### src/rtl/trash_fetch_decode_if.sv
// ---------------------------------------------------------------------------
// trash_fetch_decode_if
//   Bundle of every non-clock/reset signal of the trash fetch/decode stage.
//   The "master" modport is the fetch/decode stage itself: it consumes the
//   load/run/redirect controls and drives the decoded-instruction stream.
//   The "slave" modport is the surrounding logic: loader, execute core, or
//   a testbench.
//
//   run            run/load mode select (0 = load, 1 = fetch)
//   prog_we        load-mode byte write strobe
//   prog_wdata     byte written at the load pointer
//   redirect_valid execute requests a jump
//   redirect_addr  jump target byte address (bit 0 ignored)
//   out_valid      decoded instruction available
//   out_ready      execute accepts the presented instruction
//   out_pc         byte address of the presented instruction
//   out_exec       instr[0]; 0 forces out_op to NOOP
//   out_op         instr[3:1], or 0 when out_exec = 0
//   out_a/b/c      instr[7:4], instr[11:8], instr[15:12]
//   out_data       instr[15:8]
//   halted         HALT instruction accepted (optional feature)
// ---------------------------------------------------------------------------
interface trash_fetch_decode_if #(
   parameter int PC_W = 3
);
   logic            run;
   logic            prog_we;
   logic [7:0]      prog_wdata;
   logic            redirect_valid;
   logic [PC_W-1:0] redirect_addr;
   logic            out_valid;
   logic            out_ready;
   logic [PC_W-1:0] out_pc;
   logic            out_exec;
   logic [2:0]      out_op;
   logic [3:0]      out_a;
   logic [3:0]      out_b;
   logic [3:0]      out_c;
   logic [7:0]      out_data;
   logic            halted;

   modport master (
      input  run, prog_we, prog_wdata, redirect_valid, redirect_addr, out_ready,
      output out_valid, out_pc, out_exec, out_op, out_a, out_b, out_c, out_data, halted
   );

   modport slave (
      output run, prog_we, prog_wdata, redirect_valid, redirect_addr, out_ready,
      input  out_valid, out_pc, out_exec, out_op, out_a, out_b, out_c, out_data, halted
   );
endinterface

### src/rtl/trash_fetch_decode.sv
// ---------------------------------------------------------------------------
// trash_fetch_decode
//   Instruction fetch/decode stage in front of the trash execute core.
//   Holds a byte-wide program store that is filled serially while stopped
//   (run = 0). While running it fetches 16-bit little-endian instructions
//   {store[pc+1], store[pc]}, splits them into fields and presents them to
//   execute through a valid/ready handshake. Execute may redirect the stream
//   (JUMP/JUMPIF), which drops the instruction currently presented.
//
//   Ports:
//     clk_i   clock, all state on its rising edge
//     rst_i   asynchronous active-high reset (store cleared as well)
//     bus_io  trash_fetch_decode_if.master (controls in, decoded stream out)
//
//   Optional feature: define TRASH_FETCH_HALT_EN to treat the encoding
//   exec=1, op=0, data=8'hFF as HALT. When undefined it is a plain NOOP and
//   halted stays 0.
// ---------------------------------------------------------------------------
module trash_fetch_decode #(
   parameter int PROG_BYTES = 8,
   parameter int PC_W       = 3
) (
   input  logic                 clk_i,
   input  logic                 rst_i,
   trash_fetch_decode_if.master bus_io
);

   typedef enum logic [1:0] {
      ST_LOAD  = 2'd0,
      ST_FETCH = 2'd1,
      ST_HALT  = 2'd2
   } state_t;

   state_t          state_q, state_d;
   logic [PC_W-1:0] pc_q, pc_d;
   logic [PC_W-1:0] load_ptr_q, load_ptr_d;
   logic [PC_W-1:0] out_pc_q, out_pc_d;
   logic [15:0]     instr_q, instr_d;
   logic            valid_q, valid_d;
   logic            halted_q, halted_d;

   logic [7:0]      store_q [PROG_BYTES];
   logic            store_we;
   logic [15:0]     fetch_word;
   logic            halt_accept;
   logic            go_load;

   // pc is always even, so pc|1 addresses the high byte of the pair.
   assign fetch_word = {store_q[pc_q | PC_W'(1)], store_q[pc_q]};

`ifdef TRASH_FETCH_HALT_EN
   // HALT is presented like any instruction; it takes effect when accepted.
   assign halt_accept = valid_q && bus_io.out_ready && instr_q[0] &&
                        (instr_q[3:1] == 3'd0) && (instr_q[15:8] == 8'hFF);
`else
   assign halt_accept = 1'b0;
`endif

   // Dropping run leaves FETCH/HALT on the next edge regardless of anything else.
   assign go_load = (state_q != ST_LOAD) && !bus_io.run;

   // ------------------------------------------------------------------
   // Next-state / datapath logic
   // ------------------------------------------------------------------
   always_comb begin
      state_d    = state_q;
      pc_d       = pc_q;
      load_ptr_d = load_ptr_q;
      out_pc_d   = out_pc_q;
      instr_d    = instr_q;
      valid_d    = valid_q;
      halted_d   = halted_q;
      store_we   = 1'b0;

      if (go_load) begin
         // Any in-flight output is discarded on the way back to LOAD.
         state_d  = ST_LOAD;
         pc_d     = '0;
         out_pc_d = '0;
         instr_d  = '0;
         valid_d  = 1'b0;
         halted_d = 1'b0;
      end else begin
         case (state_q)
            ST_LOAD: begin
               if (bus_io.run) begin
                  state_d    = ST_FETCH;
                  pc_d       = '0;
                  load_ptr_d = '0;
               end else if (bus_io.prog_we) begin
                  store_we   = 1'b1;
                  load_ptr_d = load_ptr_q + PC_W'(1);
               end
            end

            ST_FETCH: begin
               if (bus_io.redirect_valid) begin
                  // Presented instruction is dropped even if accepted this edge.
                  valid_d = 1'b0;
                  pc_d    = bus_io.redirect_addr & ~PC_W'(1);
               end else if (halt_accept) begin
                  state_d  = ST_HALT;
                  valid_d  = 1'b0;
                  halted_d = 1'b1;
               end else if (!valid_q || bus_io.out_ready) begin
                  instr_d  = fetch_word;
                  out_pc_d = pc_q;
                  valid_d  = 1'b1;
                  pc_d     = pc_q + PC_W'(2);
               end
            end

            ST_HALT: begin
               // Only run=0 (handled above) or reset leave HALT.
               valid_d = 1'b0;
            end

            default: begin
               state_d = ST_LOAD;
               valid_d = 1'b0;
            end
         endcase
      end
   end

   // ------------------------------------------------------------------
   // State registers
   // ------------------------------------------------------------------
   always_ff @(posedge clk_i or posedge rst_i) begin
      if (rst_i) begin
         state_q    <= ST_LOAD;
         pc_q       <= '0;
         load_ptr_q <= '0;
         out_pc_q   <= '0;
         instr_q    <= '0;
         valid_q    <= 1'b0;
         halted_q   <= 1'b0;
      end else begin
         state_q    <= state_d;
         pc_q       <= pc_d;
         load_ptr_q <= load_ptr_d;
         out_pc_q   <= out_pc_d;
         instr_q    <= instr_d;
         valid_q    <= valid_d;
         halted_q   <= halted_d;
      end
   end

   // Program store: one register per byte because reset must clear it.
   generate
      for (genvar gi = 0; gi < PROG_BYTES; gi++) begin : g_store
         always_ff @(posedge clk_i or posedge rst_i) begin
            if (rst_i) begin
               store_q[gi] <= 8'h00;
            end else if (store_we && (load_ptr_q == PC_W'(gi))) begin
               store_q[gi] <= bus_io.prog_wdata;
            end
         end
      end
   endgenerate

   // ------------------------------------------------------------------
   // Decoded outputs
   // ------------------------------------------------------------------
   assign bus_io.out_valid = valid_q;
   assign bus_io.out_pc    = out_pc_q;
   assign bus_io.out_exec  = instr_q[0];
   assign bus_io.out_op    = instr_q[0] ? instr_q[3:1] : 3'd0;
   assign bus_io.out_a     = instr_q[7:4];
   assign bus_io.out_b     = instr_q[11:8];
   assign bus_io.out_c     = instr_q[15:12];
   assign bus_io.out_data  = instr_q[15:8];
   assign bus_io.halted    = halted_q;

endmodule

### src/flat_wrapper.sv
// flat-port wrapper written by rule: the top's interface ports become plain ports
module trash_fetch_decode_flat 
#(
   parameter int PROG_BYTES = 8,
   parameter int PC_W       = 3
)
  (clk_i, rst_i, bus_io_run, bus_io_prog_we, bus_io_prog_wdata, bus_io_redirect_valid, bus_io_redirect_addr, bus_io_out_ready, bus_io_out_valid, bus_io_out_pc, bus_io_out_exec, bus_io_out_op, bus_io_out_a, bus_io_out_b, bus_io_out_c, bus_io_out_data, bus_io_halted);
  trash_fetch_decode_if #(.PC_W(PC_W)) bus_io_i ();
  input  logic clk_i;
  input  logic rst_i;
  input wire logic [$bits(bus_io_i.run)-1:0] bus_io_run;
  input wire logic [$bits(bus_io_i.prog_we)-1:0] bus_io_prog_we;
  input wire logic [$bits(bus_io_i.prog_wdata)-1:0] bus_io_prog_wdata;
  input wire logic [$bits(bus_io_i.redirect_valid)-1:0] bus_io_redirect_valid;
  input wire logic [$bits(bus_io_i.redirect_addr)-1:0] bus_io_redirect_addr;
  input wire logic [$bits(bus_io_i.out_ready)-1:0] bus_io_out_ready;
  output wire logic [$bits(bus_io_i.out_valid)-1:0] bus_io_out_valid;
  output wire logic [$bits(bus_io_i.out_pc)-1:0] bus_io_out_pc;
  output wire logic [$bits(bus_io_i.out_exec)-1:0] bus_io_out_exec;
  output wire logic [$bits(bus_io_i.out_op)-1:0] bus_io_out_op;
  output wire logic [$bits(bus_io_i.out_a)-1:0] bus_io_out_a;
  output wire logic [$bits(bus_io_i.out_b)-1:0] bus_io_out_b;
  output wire logic [$bits(bus_io_i.out_c)-1:0] bus_io_out_c;
  output wire logic [$bits(bus_io_i.out_data)-1:0] bus_io_out_data;
  output wire logic [$bits(bus_io_i.halted)-1:0] bus_io_halted;
  assign bus_io_i.run = bus_io_run;
  assign bus_io_i.prog_we = bus_io_prog_we;
  assign bus_io_i.prog_wdata = bus_io_prog_wdata;
  assign bus_io_i.redirect_valid = bus_io_redirect_valid;
  assign bus_io_i.redirect_addr = bus_io_redirect_addr;
  assign bus_io_i.out_ready = bus_io_out_ready;
  assign bus_io_out_valid = bus_io_i.out_valid;
  assign bus_io_out_pc = bus_io_i.out_pc;
  assign bus_io_out_exec = bus_io_i.out_exec;
  assign bus_io_out_op = bus_io_i.out_op;
  assign bus_io_out_a = bus_io_i.out_a;
  assign bus_io_out_b = bus_io_i.out_b;
  assign bus_io_out_c = bus_io_i.out_c;
  assign bus_io_out_data = bus_io_i.out_data;
  assign bus_io_halted = bus_io_i.halted;
  trash_fetch_decode #(.PROG_BYTES(PROG_BYTES), .PC_W(PC_W)) u_core (.clk_i(clk_i), .rst_i(rst_i), .bus_io(bus_io_i));
endmodule
### config.mk
export PLATFORM = sky130hd
export DESIGN_NAME = trash_fetch_decode_flat
export DESIGN_NICKNAME = d
export VERILOG_FILES = /design/src/rtl/trash_fetch_decode_if.sv /design/src/rtl/trash_fetch_decode.sv /design/src/flat_wrapper.sv
export SDC_FILE = /design/constraint.sdc
export NUM_CORES = 1
export LEC_CHECK = 0
export CORE_ASPECT_RATIO = 0.8
export CORE_MARGIN = 10
export CORE_UTILIZATION = 40
export CTS_CLUSTER_SIZE = 40
export DETAILED_ROUTE_END_ITERATION = 7
export PLACE_DENSITY_LB_ADDON = 0.25
export SETUP_SLACK_MARGIN = 0.15
export SYNTH_ARGS = -nofsm -noshare
export SYNTH_HDL_FRONTEND = slang
export SYNTH_SLANG_ARGS = --single-unit
### constraint.sdc
create_clock -name clk_i -period 5.6 [get_ports clk_i]
set_clock_uncertainty 0.15 [all_clocks]
set_input_delay 1.4 -clock clk_i [delete_from_list [all_inputs] [get_ports clk_i]]
set_output_delay 1.4 -clock clk_i [all_outputs]
set_load 0.02 [all_outputs]
==> results.cfg <==
; physical design summary
[status]
run_status = finished, final reports clean

[power_and_ir_drop]
p_switching_uw = 780
clkPwrFrac_pct = 26.0
p_clk_uw = 653
irDropWorstVdd_mv = 0.193
maxPowerGroup = registers
total_power_mw = 2.52
power_frac_comb_pct = 33.4
cellInternalPower_mw = 1.74
seq-power_mw = 1.02
p_leak_nw = 2.23
comb-power_uw = 841
seqPwrFrac_pct = 40.6

[route]
drt.antenna.violating_nets = 0
drt_wl_total_mm = 8.17
wl_met1_mm = 3.83
via_per_inst = 5.13
met2_length_mm = 3.86
highest_layer = met4
drc = 0
met3_length_microns = 413
drt_first_iter_violations = 117
drtPass1Iterations = 4

[sta]
fin_setup_tns_ns = 0
setup_violations = 0
post-route-period-util_pct = 62.5
post-route-min-period_ns = 3.50
fmax_mhz = 286
worst_slack_ns = 2.10
whs_ns = 0.342
hold_violations = 0
tightest_slew_ns = 1.07
report.final.slew_viol_count = 0

[clock_tree]
clock_latency_ns = 0.34
clock_sinks = 90
cts_buffer_depth = 2
post_cts_buffers = 0
cts_tree = yes
root_buffer = clkbuf_16
h-tree-depth = 3

[yosys]
ys.warnings.count = 0
ys_seq_share_pct = 54.0
aoi_share_pct = 5.85
ys.flops = 90
async_reset_ff_share_pct = 100
netlist_top_cells_count = dfrtp_1 (90), mux2_2 (61), buf_4 (25)
ys_sh_adder_pct = 2.70
synth-main-ff-cell = dfrtp_1
mux_share_pct = 26.2
edf_count = 0
ys_top_logic_family = multiplexers
top_area_share_pct = 54.0
synthCells = 277
top_cell = dfrtp_1
syn_area_per_cell_sq_um = 15.1
yosys_area_sq_mm = 0.00417
ys_sh_xor_pct = 0
synth-cells-yosys = 277

[job]
tool_warnings = 33
maxCapViolations = 0

[worst_setup_path]
arrival_ns = 3.57
r2r_start = u_core.state_q[0]
reg2reg_to = u_core.store_q[29]
critPathSlowestCell = clkdlybuf4s50_1
crit_end = u_core.store_q[29]
worst_setup_path_end_kind = flop
crit_family = buffers and inverters
r2r_slack_ns = 3.38
cp_num_cells = 6
critical_path_class = in2reg

[global_route]
grt_pass1_wl_mm = 13.8
grt_max_degree = 54
grt_use_total_pct = 11.6
met2_usage_pct = 18.1
globalRouteMet3Util_pct = 4.72
overflow = 0
grt_pass1_vias = 2499

[floorplanning]
io_pins = 46
die_h_microns = 111
die_w_microns = 134
rows = 33
fp_util_pct = 40.9
die-area_sq_mm = 0.0149
core_area_sq_mm = 0.0102

[finish]
inverters_excl_clock = 8
regMostFlops = u_core.store_q
largest_register_ffs = 64
clock_buffers = 9
buffers = 46
fin_util_pct = 48.2
comb_cells = 150
flop_area_sq_mm = 0.00225
comb_area_share_pct = 34.2
n_antenna_cell = 0
syn_to_final_growth_pct = 17.9
nonClkBufAreaFrac_pct = 9.21
instances_no_fill = 450
nFlopsAndLatches = 90
postLayoutCellArea_sq_mm = 0.00492
lay_top_count = dfrtp_1
seq_share_pct = 45.8
final_nets = 331
multiInputGateArea_sq_mm = 0.00168
clk_share_pct = 6.64
top_area_cell_class = sequential cells
fill_cells = 894
top_regs = u_core.store_q (64), u_core.instr_q (16)

[place]
io_buffers = 43
preCtsSetupSlack_ns = 1.72
placedCellCount = 434
placed_cell_area_sq_mm = 0.00459

[worst_hold_path]
min_from = u_core.store_q[14]
hold_end = u_core.store_q[14]
worstHoldPathType = reg2reg
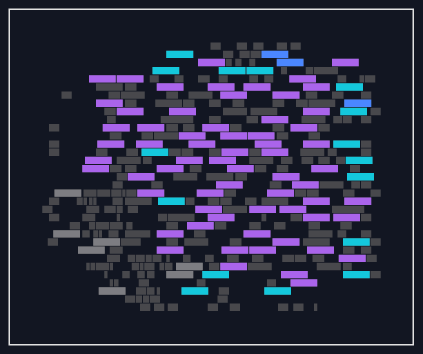
**Above:** where the registers sit.
Drawn at 3 px/micron. Other sequential cells in the stronger gray, the rest of the logic in the fainter gray.
| signal | color | placed flops |
|---|---|---|
| `u_core.instr_q` | cyan | 16 |
| `u_core.bus_io.out_pc` | blue | 3 |
| `u_core.store_q` | purple | 64 |
not colored: 7

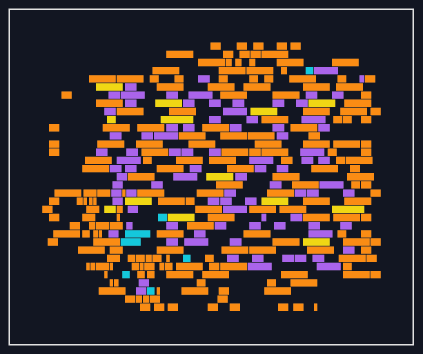
**Above:** sizing map.
Drawn at 3 px/micron.
| size | color | cells | most used |
|---|---|---|---|
| drive 6 and up | yellow | 13 | clkbuf_16 |
| drive 3 to 4 | cyan | 7 | buf_4 |
| drive 2 | purple | 89 | mux2_2 |
| drive 1 or less | orange | 201 | dfrtp_1 |

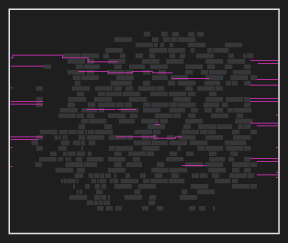
**Above:** the metal 3 layer.
Drawn at 2 px/micron.
nets with wire on the layer: 26
share of all routed wire: 5.1%
longest straight run: 24.8 microns
wire length on this layer: 414 microns

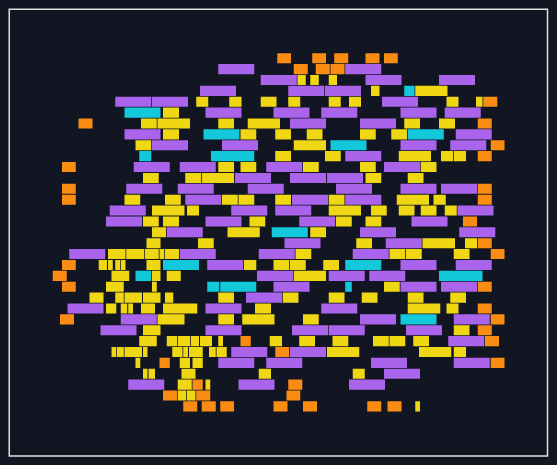
**Above:** cells colored by class.
Drawn at 4 px/micron.
| class | color | cells |
|---|---|---|
| other buffers and delay cells | orange | 46 |
| all other logic | yellow | 158 |
| flip-flops | purple | 90 |
| clock drivers and dummy loads | cyan | 16 |

